<file path="src/rtl/common.sv">
// Types and constants shared across the pipeline stages of the RISC-V core.
package common;

  localparam int unsigned DEFAULT_MEM_ADDRESS_WIDTH = 12;

  localparam logic [6:0] OPCODE_LOAD  = 7'b0000011;
  localparam logic [6:0] OPCODE_STORE = 7'b0100011;
  localparam logic [6:0] OPCODE_OP    = 7'b0110011;

  typedef enum logic [2:0] {
    LB  = 3'b000,
    LH  = 3'b001,
    LW  = 3'b010,
    LBU = 3'b100,
    LHU = 3'b101
  } load_store_funct3_t;

  // Stores reuse the load encodings for the same access width.
  localparam load_store_funct3_t SB = LB;
  localparam load_store_funct3_t SH = LH;
  localparam load_store_funct3_t SW = LW;

  typedef struct packed {
    logic [6:0] opcode;
    logic [4:0] rd;
    logic [2:0] funct3;
    logic [4:0] rs1;
    logic [4:0] rs2;
  } decoded_instruction_t;

  typedef struct packed {
    logic [31:0]          program_counter;
    decoded_instruction_t decoded_instruction;
    logic [31:0]          alu_result;
    logic [31:0]          store_data;
  } execute_to_memory_t;

  typedef struct packed {
    logic [31:0]          program_counter;
    decoded_instruction_t decoded_instruction;
    logic [31:0]          result;
    logic                 misaligned;
  } memory_to_writeback_t;

  function automatic logic is_valid_access(input logic [6:0] opcode, input logic [2:0] funct3);
    logic valid;
    valid = 1'b0;
    if (opcode == OPCODE_LOAD) begin
      case (funct3)
        LB, LH, LW, LBU, LHU: valid = 1'b1;
        default:              valid = 1'b0;
      endcase
    end else if (opcode == OPCODE_STORE) begin
      case (funct3)
        SB, SH, SW: valid = 1'b1;
        default:    valid = 1'b0;
      endcase
    end
    return valid;
  endfunction

endpackage

</file>
<file path="src/rtl/memory_stage_load_store_align.sv">
// Combinational lane steering: store byte enables/data replication and load extraction.
module load_store_align
  import common::*;
(
  input  logic [2:0]  access_funct3,
  input  logic [1:0]  access_offset,
  input  logic [31:0] store_data,
  output logic [3:0]  byte_enable,
  output logic [31:0] write_data,
  output logic        misaligned,
  input  logic [2:0]  load_funct3,
  input  logic [1:0]  load_offset,
  input  logic [31:0] read_data,
  output logic [31:0] load_result
);

  logic [31:0] shifted;

  always_comb begin
    byte_enable = '0;
    write_data  = '0;
    misaligned  = 1'b0;
    case (access_funct3)
      SB: begin
        byte_enable = 4'b0001 << access_offset;
        write_data  = {4{store_data[7:0]}};
      end
      SH, LHU: begin
        byte_enable = 4'b0011 << access_offset;
        write_data  = {2{store_data[15:0]}};
        misaligned  = access_offset[0];
      end
      SW: begin
        byte_enable = 4'b1111;
        write_data  = store_data;
        misaligned  = |access_offset;
      end
      default: ;
    endcase
  end

  // Bring the addressed byte/half down to lane 0 before extending.
  assign shifted = read_data >> {load_offset, 3'b000};

  always_comb begin
    load_result = '0;
    case (load_funct3)
      LB:      load_result = {{24{shifted[7]}}, shifted[7:0]};
      LBU:     load_result = {24'd0, shifted[7:0]};
      LH:      load_result = {{16{shifted[15]}}, shifted[15:0]};
      LHU:     load_result = {16'd0, shifted[15:0]};
      LW:      load_result = read_data;
      default: load_result = '0;
    endcase
  end

endmodule

</file>
<file path="src/rtl/memory_stage.sv">
// Fourth pipeline stage: data SRAM loads/stores with a one-deep AXI-Stream output register.
module memory_stage
  import common::*;
#(
  parameter int unsigned MEM_ADDRESS_WIDTH = DEFAULT_MEM_ADDRESS_WIDTH
) (
  input  logic                         clk,
  input  logic                         rst,
  input  logic                         in_tvalid,
  output logic                         in_tready,
  input  execute_to_memory_t           in_tdata,
  output logic                         out_tvalid,
  input  logic                         out_tready,
  output memory_to_writeback_t         out_tdata,
  output logic [MEM_ADDRESS_WIDTH-1:0] sram_address,
  output logic                         sram_write_enable,
  output logic [3:0]                   sram_byte_enable,
  output logic [31:0]                  sram_write_data,
  input  logic [31:0]                  sram_read_data
);

  logic [MEM_ADDRESS_WIDTH-1:0] address_q;
  memory_to_writeback_t         out_q;
  logic                         out_tvalid_q;
  logic                         load_q;
  logic                         captured_q;
  logic [1:0]                   offset_q;
  logic [31:0]                  hold_q;

  logic                 in_fire;
  logic [6:0]           in_opcode;
  logic [2:0]           in_funct3;
  logic [1:0]           in_offset;
  logic                 in_is_load;
  logic                 in_is_store;
  logic                 in_is_mem;
  logic                 in_valid_access;
  logic                 access;
  logic [3:0]           store_byte_enable;
  logic [31:0]          store_write_data;
  logic                 access_misaligned;
  logic [31:0]          live_result;
  memory_to_writeback_t in_entry;

  assign in_tready       = !out_tvalid_q || out_tready;
  assign in_fire         = in_tvalid && in_tready;
  assign in_opcode       = in_tdata.decoded_instruction.opcode;
  assign in_funct3       = in_tdata.decoded_instruction.funct3;
  assign in_offset       = in_tdata.alu_result[1:0];
  assign in_is_load      = (in_opcode == OPCODE_LOAD);
  assign in_is_store     = (in_opcode == OPCODE_STORE);
  assign in_is_mem       = in_is_load || in_is_store;
  assign in_valid_access = is_valid_access(in_opcode, in_funct3);
  assign access          = in_fire && in_valid_access && !access_misaligned;

  load_store_align u_align (
    .access_funct3 (in_funct3),
    .access_offset (in_offset),
    .store_data    (in_tdata.store_data),
    .byte_enable   (store_byte_enable),
    .write_data    (store_write_data),
    .misaligned    (access_misaligned),
    .load_funct3   (out_q.decoded_instruction.funct3),
    .load_offset   (offset_q),
    .read_data     (sram_read_data),
    .load_result   (live_result)
  );

  // SRAM port: only touched in an accept cycle; the address parks on its last value otherwise.
  always_comb begin
    sram_address      = address_q;
    sram_write_enable = 1'b0;
    sram_byte_enable  = '0;
    sram_write_data   = '0;
    if (access) begin
      sram_address = in_tdata.alu_result[MEM_ADDRESS_WIDTH+1:2];
      if (in_is_store) begin
        sram_write_enable = 1'b1;
        sram_byte_enable  = store_byte_enable;
        sram_write_data   = store_write_data;
      end else begin
        sram_byte_enable = 4'b1111;
      end
    end
  end

  always_comb begin
    in_entry.program_counter     = in_tdata.program_counter;
    in_entry.decoded_instruction = in_tdata.decoded_instruction;
    in_entry.result              = in_is_mem ? 32'd0 : in_tdata.alu_result;
    in_entry.misaligned          = in_valid_access && access_misaligned;
  end

  always_ff @(posedge clk or negedge rst) begin
    if (!rst) begin
      address_q    <= '0;
      out_q        <= '0;
      out_tvalid_q <= 1'b0;
      load_q       <= 1'b0;
      captured_q   <= 1'b0;
      offset_q     <= '0;
      hold_q       <= '0;
    end else begin
      if (access) begin
        address_q <= in_tdata.alu_result[MEM_ADDRESS_WIDTH+1:2];
      end
      if (in_fire) begin
        out_q        <= in_entry;
        out_tvalid_q <= 1'b1;
        load_q       <= access && in_is_load;
        offset_q     <= in_offset;
        captured_q   <= 1'b0;
      end else if (out_tvalid_q && out_tready) begin
        out_tvalid_q <= 1'b0;
        load_q       <= 1'b0;
        captured_q   <= 1'b0;
      end else if (load_q && !captured_q) begin
        // read_data is only valid for one cycle; keep it for the rest of the stall.
        hold_q     <= live_result;
        captured_q <= 1'b1;
      end
    end
  end

  assign out_tvalid = out_tvalid_q;

  always_comb begin
    out_tdata = out_q;
    if (load_q) begin
      out_tdata.result = captured_q ? hold_q : live_result;
    end
  end

endmodule

</file>
<file path="config.mk">
export PLATFORM = sky130hd
export DESIGN_NAME = memory_stage
export DESIGN_NICKNAME = d
export VERILOG_FILES = /design/src/rtl/common.sv /design/src/rtl/memory_stage_load_store_align.sv /design/src/rtl/memory_stage.sv
export SDC_FILE = /design/constraint.sdc
export NUM_CORES = 1
export LEC_CHECK = 0
export CORE_UTILIZATION = 40
export DETAILED_ROUTE_END_ITERATION = 7
export DONT_BUFFER_PORTS = 1
export PLACE_DENSITY = 0.54
export SLEW_MARGIN = 5
export SYNTH_ARGS = -nofsm -noshare
export SYNTH_HDL_FRONTEND = slang
export SYNTH_SLANG_ARGS = --single-unit
</file>
<file path="constraint.sdc">
create_clock -name clk -period 5.4 [get_ports clk]
set_input_delay 1.08 -clock clk [delete_from_list [all_inputs] [get_ports clk]]
set_output_delay 1.08 -clock clk [all_outputs]
set_load 0.05 [all_outputs]
</file>
### Routing congestion, run 1

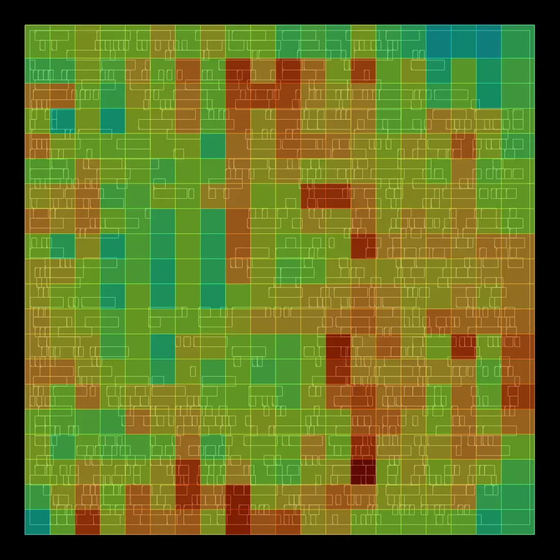
most utilized layer in the global route result: met2
met2 global-route usage: 35.2%
Overall Global Routing Usage: 23.3%
grt met3 use: 6.84%
met1 GRT Util: 32.8%

### Selected gate families, run 1

Scale: 3 px per µm.
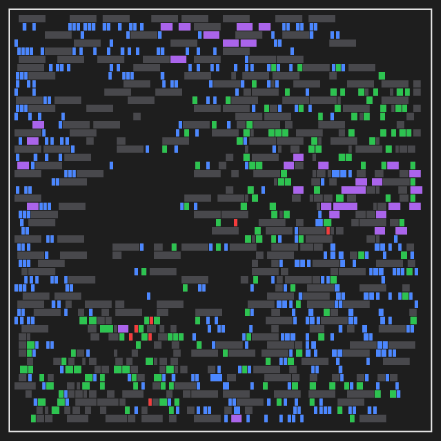
legend:
  blue:
    family: NAND gates
    cells: 362
    where: all over the die
  red:
    family: inverters
    cells: 7
  green:
    family: inverting AOI/OAI gates
    cells: 156
    where: all over the die
  purple:
    family: multiplexers
    cells: 32

==> results_dict.tcl, run 1 <==
# metrics dict for downstream scripts
set metrics [dict create \
    outcome "complete, no violations" \
    async_flop_share_pct 100 \
    detailedRoute.firstPassIterationCount 5 \
    ys_seq_share_pct 45.5 \
    clockBufferDepth 2 \
    setup_violations 0 \
    antenna_violations_before_repair 0 \
    highest_layer "met4" \
    floorplan.die_area_um2 19700 \
    synth_dominant_cell_count "nand2_1" \
    cts.hold.buffers_added 0 \
    worst_slew_pin_slew_ns 1.13 \
    min-delay-path-class "in2async" \
    root_buffer "clkbuf_16" \
    slew_viol_final 0 \
    dpl_worst_slack_ns 0.949 \
    fmax_ghz 0.226 \
    remaining_drc_errors 0 \
    synth_cell_type_count 45 \
    drt_first_iter_violations 380 \
    p_clk_mw 1.10 \
    final.period_utilization_pct 81.9 \
    dp.final_hpwl_um 15800 \
    worstPathBufferInverterCount 2 \
    power.internal_mw 1.89 \
    finalNetCount 1041 \
    aoi_share_pct 13.9 \
    detail_route.wirelength_um 23100 \
    netSwitchingPower_mw 1.11 \
    crit_type "in2out" \
    fp.dieH_um 140 \
    hold-worst-slack_ns 0.350 \
    post-place-cells 1099 \
    p_leak_nw 3.91 \
    switching_share_pct 36.9 \
    cts_tree "built" \
    insertion_delay_ns 0.42 \
    gp_congestion 0.860 \
    maxCapViolations 0 \
    finalWorstPathRequiredPeriod_ns 4.42 \
    synth_flops 139 \
    wire_length_of_the_first_global_routing_pass_um 35000 \
    clock_sink_count 139 \
    placementRows 50 \
]
### Zoomed window, run 1

Region (50, 78) to (90, 118) µm. Cells in gray, sequential cells in the stronger gray; small squares are vias.
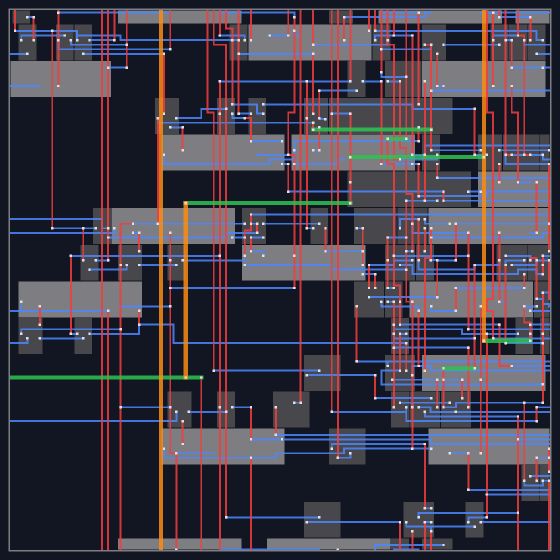
legend:
  green:
    layer: metal 3
  blue:
    layer: metal 1
  orange:
    layer: metal 4
  red:
    layer: metal 2
sequential cells in the window: 14
cells with their middle in the window: 67
most frequent: nand2_1 (22), dfrtp_1 (14), o21ai_0 (8)
netlist names of flops here include: out_q (8), hold_q (4), out_tdata (2)

### Met2 routing, run 1

Scale: 2 px per µm.
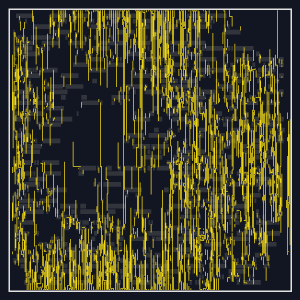
nets with wire on the layer: 791
wire length on this layer: 10600 µm
longest straight run: 103 µm

==> run 1: layout make-up <==
type                            count  area (µm²)  area share, %
Multi-Input combinational cell    657        3410           41.0
Tap cell                          234         293           3.52
Timing Repair Buffer               62         566           6.80
Sequential cell                   139        3480           41.8
Clock buffer                       19         443           5.32
Inverter                            7        26.3          0.316
Clock inverter                     13         106           1.28
==> run 1: worst paths after layout <==
| path | start | endpoint | slack, ns | cells after the start |
|---|---|---|---|---|
| max | in_tdata[85] | sram_write_data[1] | 0.98 | 6 |
| max reg2reg | captured_q | hold_q[30] | 2.54 | 6 |
| min reg2reg | out_q[25] | out_q[25] | 0.49 | 2 |
| max in group asynchronous | rst | out_tdata[0] | 4.84 | 0 |
| min in group clk | out_q[25] | out_q[25] | 0.49 | 2 |
| min | rst | hold_q[13] | 0.35 | 0 |
==> run 1 -> run 2 <==
==> constraint.sdc (replaced) <==
create_clock -name clk -period 4.5 [get_ports clk]
set_input_delay 0.9 -clock clk [delete_from_list [all_inputs] [get_ports clk]]
set_output_delay 0.9 -clock clk [all_outputs]
set_load 0.05 [all_outputs]
### Routing congestion, run 2

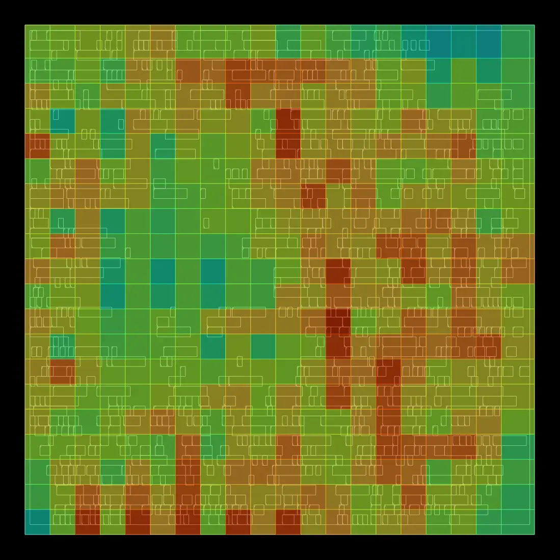
Overall Global Routing Usage: 23.5%
grt met3 use: 7.21%

### Zoomed window, run 2

Region (50, 78) to (90, 118) µm. Cells in gray, sequential cells in the stronger gray; small squares are vias.
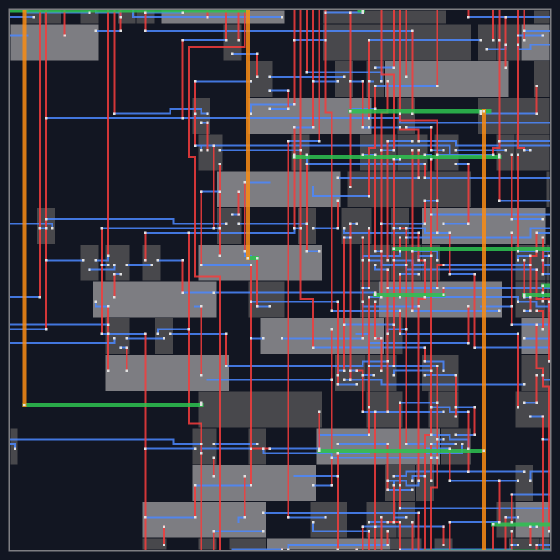
legend:
  blue:
    layer: metal 1
  orange:
    layer: metal 4
  green:
    layer: metal 3
  red:
    layer: metal 2
netlist names of flops here include: out_q (9), hold_q (3)
most frequent: nand2_1 (18), dfrtp_1 (13), a31oi_1 (9)
cells with their middle in the window: 67
sequential cells in the window: 13

==> results_dict.tcl, run 2 <==
# metrics dict for downstream scripts
set metrics [dict create \
    drt_first_iter_violations 399 \
    storage_cell_area_um2 3480 \
    non_clock_buffer_count 84 \
    setup.reg_to_reg.worst_slack_ns 1.70 \
    comb_share_pct 39.9 \
    worst_slew_pin_slew_ns 0.994 \
    met1_grt_util_pct 32.8 \
    remaining_drc_errors 0 \
    multi_input_comb_area_um2 3410 \
    antenna_violations_before_repair 0 \
    final.period_utilization_pct 88.0 \
    synth_cell_type_count 45 \
    highest_layer "met4" \
    crit_path_end "sram_address[4]" \
    nClkBuffers 19 \
    min-delay-path-class "in2async" \
    cts.hold.buffers_added 0 \
    synth_flops 139 \
    setup_violations 0 \
    clock_sink_count 139 \
    p_leak_nw 4.05 \
    outcome "complete, no violations" \
    grtUsageMet2_pct 35.6 \
    root_buffer "clkbuf_16" \
    mux_share_of_post_synthesis_cell_area_pct 5.07 \
    async_flop_share_pct 100 \
    worst_r2r_path_depth 4 \
    crit_type "reg2out" \
    setup.worst_path.start "out_tvalid" \
    multiInputCombCellCount 657 \
    rr_endpoint "address_q[4]" \
    gp_congestion 0.809 \
    final-nonclk-buf-share_pct 8.56 \
    inverters 7 \
    maxCapViolations 0 \
    finalWorstPathRequiredPeriod_ns 3.96 \
    layout.cells.largest_class "flip-flops and latches" \
    clockBufferDepth 2 \
    finalNetCount 1063 \
    detailedRoute.firstPassIterationCount 5 \
    ys_seq_share_pct 45.5 \
    wire_length_of_the_first_global_routing_pass_um 35300 \
    grt_most_used_layer "met2" \
    insertion_delay_ns 0.43 \
    rr_startpoint "out_tvalid" \
    nWellTaps 234 \
    detail_route.wirelength_um 23000 \
    synth_dominant_cell_count "nand2_1" \
    slew_viol_final 0 \
    dp.final_hpwl_um 16200 \
    register_share_of_the_cell_area_pct 40.8 \
]
### Where the registers sit, run 2

Scale: 3 px per µm. Other sequential cells in the stronger gray, the rest of the logic in the fainter gray.
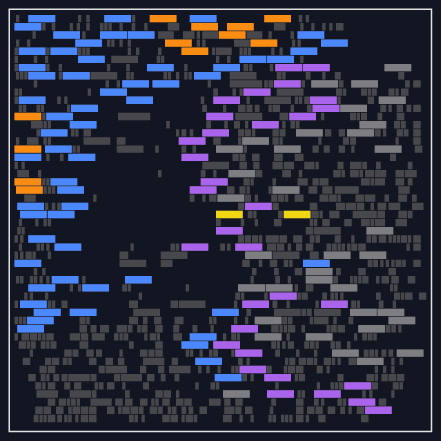
legend:
  blue:
    name_in_the_netlist: out_tdata
    placed_flops: 58
  yellow:
    name_in_the_netlist: offset_q
    placed_flops: 2
  orange:
    name_in_the_netlist: address_q
    placed_flops: 12
  purple:
    name_in_the_netlist: out_q
    placed_flops: 32
not colored: 35

==> run 2: per-stage QoR <==
| stage | power, mW | std cells | cell area [µm²] | hold slack [ns] |
|---|---|---|---|---|
| CTS | 3.77 | 1153 | 8530 | 0.155 |
| global placement | 2.33 | 1121 | 7940 | 0.467 |
| floorplan | 2.27 | 933 | 7640 | 0.447 |
| finish | 3.74 | 1153 | 8530 | 0.163 |
| global route | 3.90 | 1153 | 8530 | 0.137 |
| detailed placement | 2.34 | 1121 | 7940 | 0.470 |
==> run 2: worst max-delay path, delay by kind of cell (launching register included) <==
family / cells / cell delay (ns)
muxes: 1 / 0.56
and+or+nand+nor: 3 / 1.39
DFF: 1 / 0.66
==> run 2: where the power goes <==
part           switching [mW]  internal [mW]
Sequential              0.346           1.36
Combinational           0.400          0.208
Clock                   0.584          0.846
No activity file was given, so power comes from the tool's default toggle rates.
